[src/rtl/uart_receiver.sv]
// 8N1 UART receive path: synchronizes rx, detects the start edge, and majority-votes
// each bit at its centre using OVERSAMPLE sample ticks per bit.
module uart_receiver #(
  parameter int OVERSAMPLE  = 16,
  parameter int SYNC_STAGES = 2
) (
  input  logic       clk_in,
  input  logic       rst_in,
  input  logic       sample_tick,
  input  logic       rx,
  output logic [7:0] data_out,
  output logic       data_valid,
  output logic       framing_err,
  output logic       rx_busy
);

  // state | meaning
  // IDLE  | waiting for a high-to-low transition on rx_s
  // START | timing the start bit, false-start check at bit end
  // DATA  | shifting in 8 voted data bits, LSB first
  // STOP  | stop-bit vote at MID+1, then strobe and return to IDLE
  typedef enum logic [1:0] {IDLE, START, DATA, STOP} state_t;

  localparam int CW = $clog2(OVERSAMPLE);
  localparam logic [CW-1:0] LAST  = CW'(OVERSAMPLE - 1);
  localparam logic [CW-1:0] MID_M = CW'(OVERSAMPLE / 2 - 1);
  localparam logic [CW-1:0] MID_C = CW'(OVERSAMPLE / 2);
  localparam logic [CW-1:0] MID_P = CW'(OVERSAMPLE / 2 + 1);

  state_t                 state, state_nx;
  logic [SYNC_STAGES-1:0] sync_q;
  logic                   rx_s;
  logic                   prev_s, prev_nx;
  logic [CW-1:0]          cnt, cnt_nx;
  logic [2:0]             bit_idx, bit_idx_nx;
  logic [7:0]             shreg, shreg_nx;
  logic [2:0]             smp, smp_nx;
  logic [7:0]             data_nx;
  logic                   valid_nx, ferr_nx;
  logic                   third, vote;

  assign rx_s = sync_q[SYNC_STAGES-1];

  // The stop decision happens on the MID+1 tick itself, so the third sample is live.
  assign third   = (cnt == MID_P) ? rx_s : smp[2];
  assign vote    = (smp[0] & smp[1]) | (smp[0] & third) | (smp[1] & third);
  assign rx_busy = (state != IDLE);

  always_ff @(posedge clk_in) begin
    if (rst_in) begin
      sync_q      <= '1;
      state       <= IDLE;
      prev_s      <= 1'b1;
      cnt         <= '0;
      bit_idx     <= '0;
      shreg       <= '0;
      smp         <= '0;
      data_out    <= '0;
      data_valid  <= 1'b0;
      framing_err <= 1'b0;
    end else begin
      sync_q      <= {sync_q[SYNC_STAGES-2:0], rx};
      state       <= state_nx;
      prev_s      <= prev_nx;
      cnt         <= cnt_nx;
      bit_idx     <= bit_idx_nx;
      shreg       <= shreg_nx;
      smp         <= smp_nx;
      data_out    <= data_nx;
      data_valid  <= valid_nx;
      framing_err <= ferr_nx;
    end
  end

  always_comb begin
    state_nx   = state;
    prev_nx    = prev_s;
    cnt_nx     = cnt;
    bit_idx_nx = bit_idx;
    shreg_nx   = shreg;
    smp_nx     = smp;
    data_nx    = data_out;
    valid_nx   = 1'b0;
    ferr_nx    = 1'b0;

    if (sample_tick) begin
      prev_nx = rx_s;
      cnt_nx  = (cnt == LAST) ? '0 : cnt + CW'(1);
      if (cnt == MID_M) smp_nx[0] = rx_s;
      if (cnt == MID_C) smp_nx[1] = rx_s;
      if (cnt == MID_P) smp_nx[2] = rx_s;

      case (state)
        IDLE: begin
          cnt_nx = '0;
          // The detecting tick counts as sample 0 of the start bit.
          if (prev_s && !rx_s) begin
            state_nx = START;
            cnt_nx   = CW'(1);
          end
        end
        START: begin
          if (cnt == LAST) begin
            bit_idx_nx = '0;
            state_nx   = vote ? IDLE : DATA;
          end
        end
        DATA: begin
          if (cnt == LAST) begin
            shreg_nx = {vote, shreg[7:1]};
            if (bit_idx == 3'd7) state_nx = STOP;
            else                 bit_idx_nx = bit_idx + 3'd1;
          end
        end
        STOP: begin
          if (cnt == MID_P) begin
            if (vote) begin
              data_nx  = shreg;
              valid_nx = 1'b1;
            end else begin
              ferr_nx  = 1'b1;
            end
            state_nx = IDLE;
            cnt_nx   = '0;
          end
        end
        default: state_nx = IDLE;
      endcase
    end
  end

endmodule

[config.mk]
export PLATFORM = sky130hd
export DESIGN_NAME = uart_receiver
export DESIGN_NICKNAME = d
export VERILOG_FILES = /design/src/rtl/uart_receiver.sv
export SDC_FILE = /design/constraint.sdc
export NUM_CORES = 1
export LEC_CHECK = 0
export CAP_MARGIN = 5
export CORE_ASPECT_RATIO = 0.8
export CORE_MARGIN = 2
export CORE_UTILIZATION = 35
export DETAILED_ROUTE_END_ITERATION = 10
export GPL_ROUTABILITY_DRIVEN = 0
export GPL_TIMING_DRIVEN = 0
export PLACE_DENSITY = 0.51
export RECOVER_POWER = 25
export SYNTH_ARGS = -nofsm -noshare
export SYNTH_HDL_FRONTEND = slang
export SYNTH_SLANG_ARGS = --single-unit
[constraint.sdc]
create_clock -name clk_in -period 2.6 [get_ports clk_in]
set_clock_uncertainty 0.05 [all_clocks]
set_input_delay 0.52 -clock clk_in [delete_from_list [all_inputs] [get_ports clk_in]]
set_output_delay 0.52 -clock clk_in [all_outputs]
set_load 0.02 [all_outputs]
**Sequential cells grouped by signal name**

Scale bar: 20 um. Other sequential cells in the stronger gray, the rest of the logic in the fainter gray.
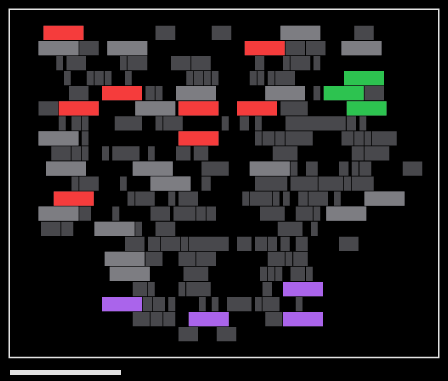
legend:
  `cnt`:
    color: purple
    placed_flops: 4
  `shreg`:
    color: red
    placed_flops: 8
  `bit_idx`:
    color: green
    placed_flops: 3
not colored: 18

**Metal layers overlaid**

Scale bar: 20 um.
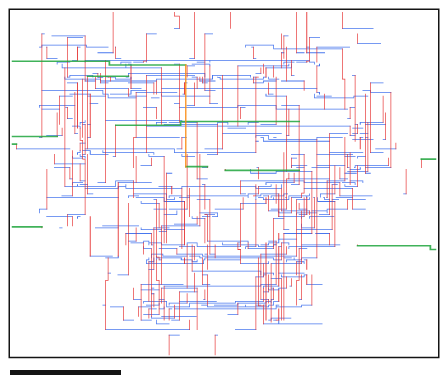
legend:
  met4:
    color: orange
    wire_length: 18.4 um
  met2:
    color: red
    wire_length: 1,280 um
  met1:
    color: blue
    wire_length: 1,600 um
  met3:
    color: green
    wire_length: 122 um

==> out/metrics.yaml <==
clock_power_w: 0.000491
drt-initial-drc-count: 82
min_to: "sync_q[1]"
hpwlAfterDp_um: 2190
cp.depth: 4
hold_viol: 0
max_stage_delay_ns: 0.60
dp_cells: 235
startpoint_type: "register"
pwr-share-seq_pct: 48.8
cp_top_family: "buffers and inverters"
crit_path_start: "state[0]"
die_y_um: 62.6
finalSetupViolCount: 0
fp_util_pct: 36.2
remaining_drc_errors: 0
num_vias: 1178
clock_path_buffers: 2
ff_type: "dfxtp_1"
p_total_w: 0.00105
powerComb_w: 0.0000492
leakage_nw: 0.808
worst-setup-path-type: "register to output pin"
path_clk_slew_ns: 0.07
r2r_start: "state[0]"
outcome: "completed"
worst-path-buf-inv: 3
yosys.stat.seqShare_pct: 43.9
yosys_cells: 164
dpl_worst_slack_ns: 0.334
yosysWarnings: 0
async_reset_ff_share_pct: 0
layout.nets: 198
synth_cells: 164
ys_chip_area_sq_mm: 0.00150
drive_above_1_share_pct: 9.68
postCtsHoldBufs: 0
pwr-share-comb_pct: 4.7
rows: 21
rr_worst_depth: 7
first_pass_iters: 4
area_delta_synth_final_pct: 21.7
power_leader: "registers"
core_area_sq_mm: 0.00415
grt_overflow_total: 0
antenna_found_initial: 0
final_max_slew_viol_count: 0
slew_headroom_pct: 65.7
avgViaCountPerCell: 4.85
avgSynthCellArea_sq_um: 9.17
routedWlPerCell_um: 12.4
lay_top_count: "dfxtp_1"
clkPwrFrac_pct: 46.5
swShare_pct: 20.3
grt_pass1_vias: 1118
worstHoldStart: "sync_q[0]"
die_x_um: 77.3
cap_violations: 0
cts_tree: "yes"
cts-resized-gates: 0
synthesis.nets: 177
p_int_w: 0.000841
hold_path.class: "register to register"
arrival_ns: 1.73
netlist_area_sq_mm: 0.00150
fin_hold_ws_ns: 0.363
synth_cell_types: 40
worstSkewPairLatency_ns: 0.28
ir_worst_vdd_mv: 0.311
postPlaceCellArea_sq_mm: 0.00172
cp_common_cell: "inv_1"
==> layer usage <==
metal  global-route usage [%]  vias up  share of wire [%]
met2                     21.3       12                 43
met4                     4.02        0               0.60
met1                     18.7      563                 53
met5                        0        -                  0
li1                         -      601                  -
met3                     5.49        2                4.0
==> cells by family (layout without fill, tap and decap cells) <==
group,count (synthesis),count (layout),share of synthesized area (%)
mux,14,14,9.40
fa+ha+maj,11,11,8.90
simple gates,64,64,20.8
compound gates,26,26,12.1
flops,33,33,43.9
buf+inv,16,38,4.91
==> sequential cells by signal, indices dropped and copies added (netlist names), named ones only <==
name and flops:
bit_idx 3, cnt 4, data_out 8, data_valid 1
framing_err 1, prev_s 1, shreg 8, smp 3
state 1, sync_q 2
==> cell usage after synthesis, types with 2 or more instances <==
cell type | n | area [sq um]
o21a_1 | 3 | 22.5
buf_2 | 2 | 10.0
a21oi_1 | 12 | 60.1
nor2_1 | 18 | 67.6
ha_1 | 9 | 113
inv_1 | 7 | 26.3
nand4_1 | 2 | 12.5
nand3_1 | 4 | 20.0
nand2_1 | 25 | 93.8
clkbuf_1 | 4 | 15.0
mux2i_1 | 13 | 130
or2_2 | 2 | 12.5
and2_1 | 2 | 12.5
dfxtp_1 | 33 | 661
nor2b_1 | 2 | 12.5
nand4b_1 | 2 | 17.5
==> area by class of cell <==
type	instances	area [sq um]	share of cell area, %
plain buffers	9	47.5	2.60
inverters	7	26.3	1.44
repair buffers	14	140	7.66
clock inverters	1	30.0	1.64
well taps	57	71.3	3.90
multi-input cells	115	768	42.0
flip-flops and latches	33	661	36.1
clock buffers	7	86.3	4.72
Power is estimated from default activity; no workload was simulated.
